==> config.mk <==
export PLATFORM = sky130hd
export DESIGN_NAME = alu_mc
export DESIGN_NICKNAME = d
export VERILOG_FILES = /design/src/rtl/alu_mc.sv
export SDC_FILE = /design/constraint.sdc
export NUM_CORES = 1
export LEC_CHECK = 0
export ABC_AREA = 1
export CAP_MARGIN = 20
export CORE_MARGIN = 10
export CORE_UTILIZATION = 40
export DETAILED_ROUTE_END_ITERATION = 10
export PLACE_DENSITY = 0.57
export SKIP_CTS_REPAIR_TIMING = 1
export SYNTH_ARGS = -nofsm -noshare
export SYNTH_HDL_FRONTEND = slang
export SYNTH_SLANG_ARGS = --single-unit
==> constraint.sdc <==
create_clock -name clk -period 2.6 [get_ports clk]
set_input_delay 0.78 -clock clk [delete_from_list [all_inputs] [get_ports clk]]
set_output_delay 0.78 -clock clk [all_outputs]
set_load 0.1 [all_outputs]
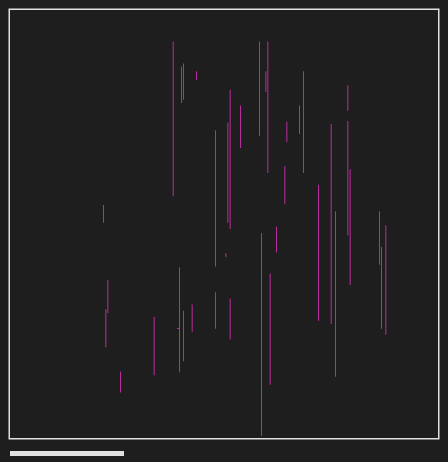
run_1/m4.png
The bar under the picture is 50 µm long.
share of all routed wire = 2.3%
nets with wire on the layer = 33
wire length on this layer = 1240 µm
total routed wirelength: 54700 µm
vias: 14.8k

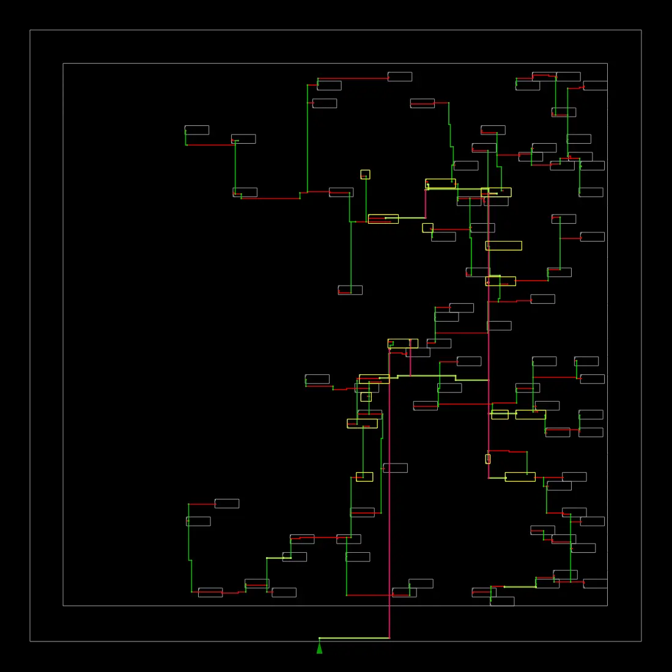
run_1/clock_nets.png
flop count: 77
maximum clock skew at final layout: 0.0177 ns
Clock group: 1.42 mW
clock buffer instance count of the final layout: 12
cts bufs inserted: 9

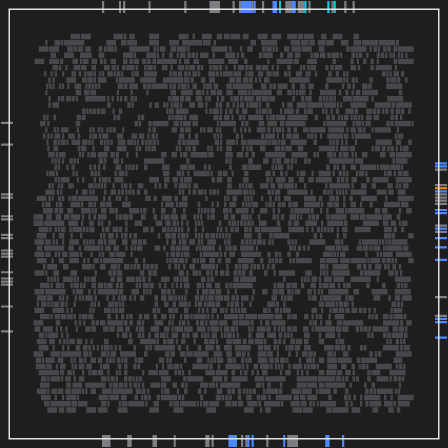
run_1/pinout.png
Pins as bars across the die edge, other pins in grey.
out_valid -> orange  # pins 1, direction output, edge right
alu_ctrl -> cyan  # pins 4, direction input, edge top
result_o -> blue  # pins 32, direction output, edge 12 right, 10 bottom, 10 top
Die Width: 187 µm
I/O Buffers: 107
die outline height: 187 µm

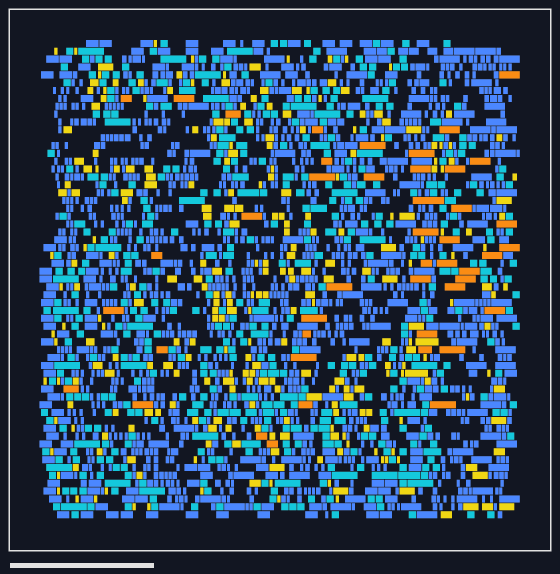
run_1/sizing.png
The bar under the picture is 50 µm long.
x1 and smaller -> blue  # cells 1625, share 67%, most used nand2_1
x6 and larger -> orange  # cells 45, share 1.9%, most used buf_12
x2 -> yellow  # cells 279, share 11%, most used inv_2
x3 and x4 -> cyan  # cells 479, share 20%, most used buf_4
Layout area overhead: 53.5%
worst setup slack after layout: 0.0755 ns

==> impl_metrics.toml, run 1 <==
# generated from flow reports
[run_status]
status = "finished, final reports clean"

[routing]
post_drt_wl_per_cell_um = 19.5
vias_per_cell = 5.28
drt_iter0_markers = 1694
dr_drc_count = 0
drt_first_pass_iters = 6

[floorplan]
core_area_um2 = 27600
die_area_um2 = 35000
placement_rows = 61
taps = 378
ioPinCount = 108
pre_placement_core_utilization = 0.404

[pwr]
p_int_mw = 3.41
total_switching_power_mw = 2.76
p_clk_frac = 0.230
cellLeakagePower_nw = 9.06
power_per_cell_area_nw_per_um2 = 360
power_frac_comb = 0.556
seq_power_share = 0.214
comb-power_mw = 3.43
top_power_group = "combinational logic"
power_sequential_mw = 1.32
power.ir.vdd_worst_mv = 0.267
power.switching_fraction = 0.448

[final_layout]
non_clk_buf_share = 0.251
nMultiInputCombCells = 1496
layout.filler_cells = 2767
layout.nets = 2615
buffers = 493
layout.area.seq_um2 = 1540
final_design_area_no_fill_um2 = 17100
sh_comb_area = 0.538
final_cell_mix = "573 x sky130_fd_sc_hd__nand2_1, 392 x sky130_fd_sc_hd__buf_4, 263 x sky130_fd_sc_hd__inv_1"
clock_cell_area_share = 0.0182
fin_util = 0.620
seq_share = 0.0900
final_layout_top_logic_cell = "sky130_fd_sc_hd__nand2_1"
n_all_inverters = 346
multi_input_comb_area_um2 = 9210
dominant-cell-class = "multi-input combinational cells"

[critical_path]
worst-r2r-cell-count = 10
cell_by_cell_trace_of_the_critical_path = "clkdlybuf4s50_1, nor2_2, nand3_1, buf_12, o22ai_1, buf_4, a21oi_1, o21a_1, nand3_2, nand2_2, a21oi_2"
cp_num_cells = 11
critical_path_buf_inv_count = 3
cp_slowest_cell = "sky130_fd_sc_hd__clkdlybuf4s50_1"
critPathMaxStageDelay_ns = 0.64
timing_worst_setup_path_type = "input pin to flip-flop"
type_of_element_launching_the_critical_path = "input pin"
worstPathArrival_ns = 2.72
cp_max_fo = 10
crit_required_ns = 2.80
reg2reg_slack_ns = 0.25
endpoint_kind = "flip-flop"

[timing]
timing.max_slew.rel_slack = 0.463
final.period_utilization = 0.971
worst_hold_slack_ns = 0.482
report.final.setup_viol = 0
max_clock_freq_ghz = 0.396
post-route-min-period_ns = 2.52
tightest_slew_ns = 0.806
hold_viol_final = 0
final_max_slew_viol_count = 0

[logic_synthesis]
yosys.stat.chipArea_um2 = 11200
yosys-top-cells-count = "647 x sky130_fd_sc_hd__nand2_1, 331 x sky130_fd_sc_hd__inv_1, 151 x sky130_fd_sc_hd__a21oi_1"
numSynthFlops = 77
synth.comb.largest_family = "simple AND/OR/NAND/NOR gates"
synth.cellmix.compoundShare = 0.194
yosysTopAreaCellShare = 0.218
enable_flop_cells = 0
topCellsByArea = "sky130_fd_sc_hd__nand2_1 22%, sky130_fd_sc_hd__dfxtp_1 14%, sky130_fd_sc_hd__ha_1 13%"
synth.yosys.num_cells = 2004
netlist_area_um2 = 11200
synthFlopType = "sky130_fd_sc_hd__dfxtp_1"
synth_nets = 2196
synth_async_reset_ratio = 0
ys_seq_share = 0.138
synthCells = 2004
synth-xor-area-share = 0.00549
synth.cellmix.adderShare = 0.136
yosysWarnings = 0
synth.largest_area_cell = "sky130_fd_sc_hd__nand2_1"
synth.lib_cells_used.distinct = 46
synth_dominant_cell_count = "sky130_fd_sc_hd__nand2_1"
synthMuxAreaShare = 0.00606
synth_simple_gate_area_share = 0.364

[flow_run]
tool_warnings = 110
maxCapViolations = 0

[clocking]
sink_count_of_the_clock_tree = 77
cts_htree_levels = 3
insertion_delay_ns = 0.36
tritoncts = "built"
clk_transition_reported_paths_ns = 0.06
clockRootBuffer = "sky130_fd_sc_hd__clkbuf_16"

[worst_hold_path]
hold_depth = 2
hold_class = "flip-flop to flip-flop"

[grt]
first_pass_grt_wire_length_um = 79200
grt_max_degree = 67
grt_antenna_before_repair = 0
gr-total-overflow = 0
grt_pass1_vias = 13600
gr-usage-all-layers = 0.289

[placement]
placedInstanceArea_um2 = 15200
gp_congestion = 1.02
hpwl_um = 43800
-- run 1: per-stage QoR --
stage	setup WS [ns]	total power, mW	std cells	setup TNS, ns
3_3_place_gp	-0.864	4.30	2779	-33.55
6_report	0.0755	6.17	2806	0
4_1_cts	-0.478	5.72	2795	-10.05
3_5_place_dp	-0.838	4.31	2779	-34.63
5_1_grt	-0.000328	6.46	2806	-0.000328
2_1_floorplan	0.0232	2.92	2004	0
-- run 1: layer usage --
metal / track usage / vias to the layer above / wire length (µm)
li1: - / 7198 / -
met1: 0.399 / 6796 / 24200
met2: 0.436 / 728 / 23500
met3: 0.0695 / 81 / 5670
met4: 0.0797 / 0 / 1240
met5: 0 / - / 0
run_1/clock_wires.png
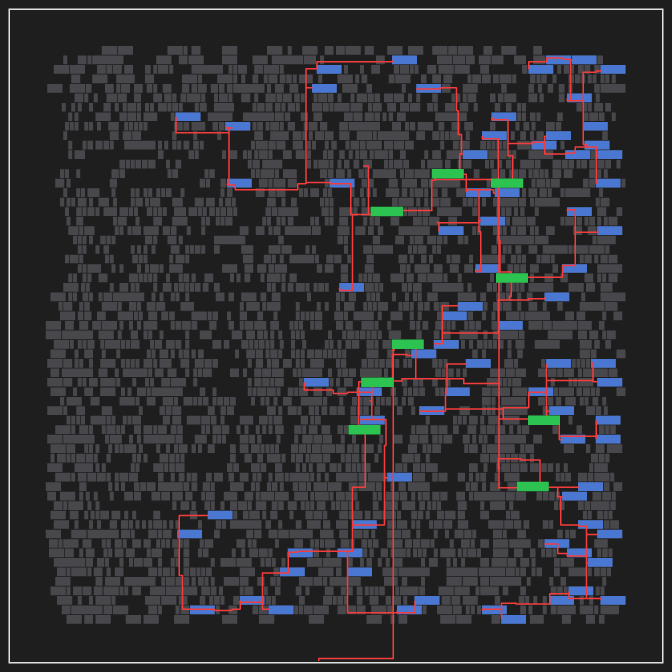

==> run 2: changes to the inputs <==
==> constraint.sdc (replaced) <==
create_clock -name clk -period 2.6 [get_ports clk]
set_input_delay 0.78 -clock clk [delete_from_list [all_inputs] [get_ports clk]]
set_output_delay 0.78 -clock clk [all_outputs]
set_load 0.005 [all_outputs]
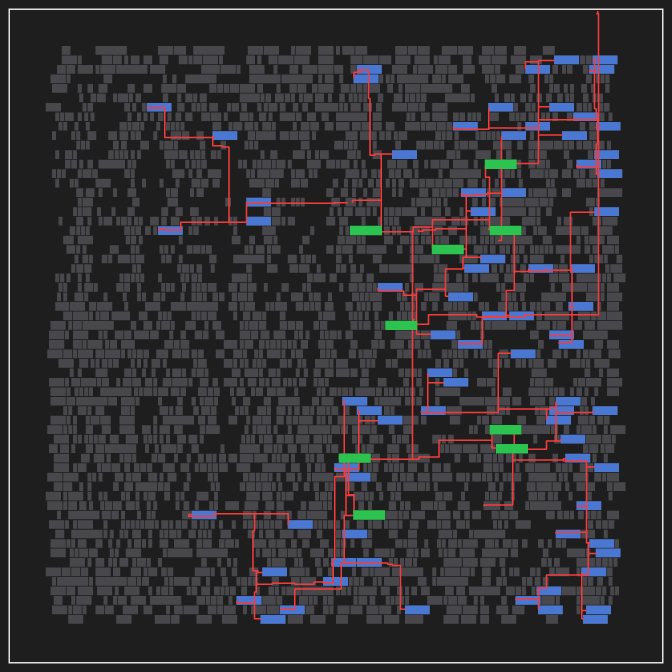
run_2/clock_wires.png
clock wires -> red  # length 1530 µm
flip-flops -> blue  # count 77
clock-net drivers -> green  # count 9
routed clock nets = 10
maximum clock skew at final layout: 0.0125 ns
Clock group: 1.40 mW

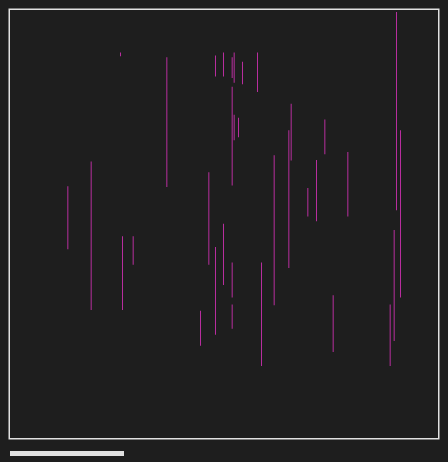
run_2/m4.png
The bar under the picture is 50 µm long.
wire length on this layer = 1000 µm
share of all routed wire = 1.8%
main direction = vertical
longest straight run = 86.4 µm
nets with wire on the layer = 28
vias: 14.7k
total routed wirelength: 54500 µm

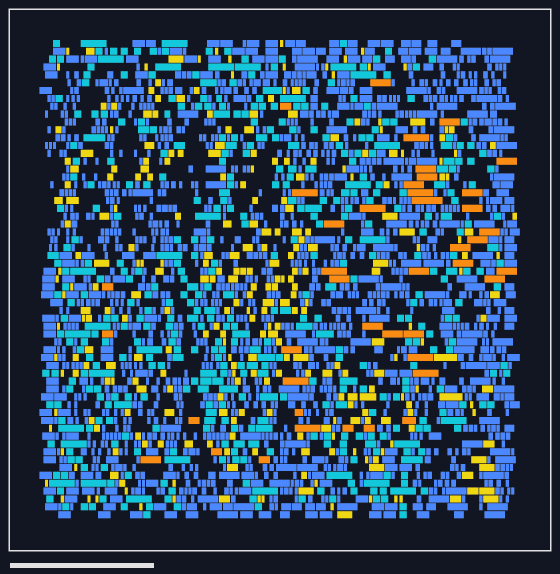
run_2/sizing.png
The bar under the picture is 50 µm long.
x3 and x4 -> cyan  # cells 450, share 19%, most used buf_4
x2 -> yellow  # cells 291, share 12%, most used nand2_2
x6 and larger -> orange  # cells 42, share 1.7%, most used buf_12
x1 and smaller -> blue  # cells 1649, share 68%, most used nand2_1
worst setup slack after layout: 0.0000608 ns
count of plain and timing-repair buffers: 497
Final Instance Area: 17300 µm²
Layout area overhead: 54.9%

==> run 2 against run 1 <==
Die area did not move; wire length fell by 0.44%; critical path depth up 2; worst setup slack got worse by 0.075 ns; register-to-register slack better by 0.13 ns; clock skew down 0.0052 ns; largest cell class unchanged; largest power group unchanged.
==> impl_metrics.toml, run 2 <==
# generated from flow reports
[timing]
final.period_utilization = 1.00
final_max_slew_viol_count = 0
setup-tns-final_ns = 0
report.final.setup_viol = 0

[logic_synthesis]
synth-xor-area-share = 0.00549
synthCells = 2004
netlist_area_um2 = 11200
enable_flop_cells = 0
yosys-top-cells-count = "647 x sky130_fd_sc_hd__nand2_1, 331 x sky130_fd_sc_hd__inv_1, 151 x sky130_fd_sc_hd__a21oi_1"
synth_async_reset_ratio = 0
synth.cellmix.compoundShare = 0.194
yosysTopAreaCellShare = 0.218
topCellsByArea = "sky130_fd_sc_hd__nand2_1 22%, sky130_fd_sc_hd__dfxtp_1 14%, sky130_fd_sc_hd__ha_1 13%"
synth.yosys.num_cells = 2004
numSynthFlops = 77
synth.cellmix.adderShare = 0.136

[final_layout]
final_cell_mix = "556 x sky130_fd_sc_hd__nand2_1, 361 x sky130_fd_sc_hd__buf_4, 259 x sky130_fd_sc_hd__inv_1"
layout.filler_cells = 2695

[grt]
globalRouteMet3Util = 0.0554
gr-usage-all-layers = 0.291
groute.layer.met1.usage = 0.414
busiest_layer = "met2"
grt_antenna_before_repair = 1

[critical_path]
cell_by_cell_trace_of_the_critical_path = "clkdlybuf4s50_1, inv_1, buf_4, ha_1, o21bai_1, a21oi_1, nand2_1, a21oi_4, nand3_1, nand3_1, nand2_1, nand2_1, a21oi_2"
worst-r2r-cell-count = 11
critPathMaxStageDelay_ns = 0.51
endpoint_kind = "flip-flop"
reg2reg_slack_ns = 0.38

[routing]
vias_per_cell = 5.22
detailroute.wirelength.met3_um = 5220
drt_iter0_markers = 1454
post_drt_wl_per_cell_um = 19.4
route.layer.met1.wl_um = 24700
met2WireLength_um = 23500

[run_status]
status = "finished, final reports clean"

[pwr]
power.ir.vdd_worst_mv = 0.274
cellLeakagePower_nw = 9.01
power_per_cell_area_nw_per_um2 = 340

[clocking]
cts_htree_levels = 3
sink_count_of_the_clock_tree = 77
insertion_delay_ns = 0.35

[placement]
dp_cells = 2780
hpwl_um = 43900
port-buffer-count = 107

[worst_hold_path]
hold_depth = 2

[floorplan]
floorplan.die.width_um = 187
die_height_um = 187
[run 2: cell counts after synthesis]
No cell type changed its count.
[run 2: power breakdown]
| group | total, mW | internal, mW | switching (mW) |
|---|---|---|---|
| clock network | 1.40 | 0.780 | 0.623 |
| logic | 3.14 | 1.34 | 1.80 |
| registers | 1.32 | 1.27 | 0.0573 |
[run 2: final cells by class]
| cell class | instances | area [µm²] | area share |
|---|---|---|---|
| Multi-Input combinational cell | 1496 | 9220 | 0.533 |
| Timing Repair Buffer | 497 | 4440 | 0.257 |
| Sequential cell | 77 | 1540 | 0.0892 |
| Inverter | 346 | 1300 | 0.0754 |
| Tap cell | 378 | 473 | 0.0274 |
| Clock buffer | 10 | 239 | 0.0138 |
| Clock inverter | 6 | 71.3 | 0.00413 |
No activity file was given, so power comes from the tool's default toggle rates.
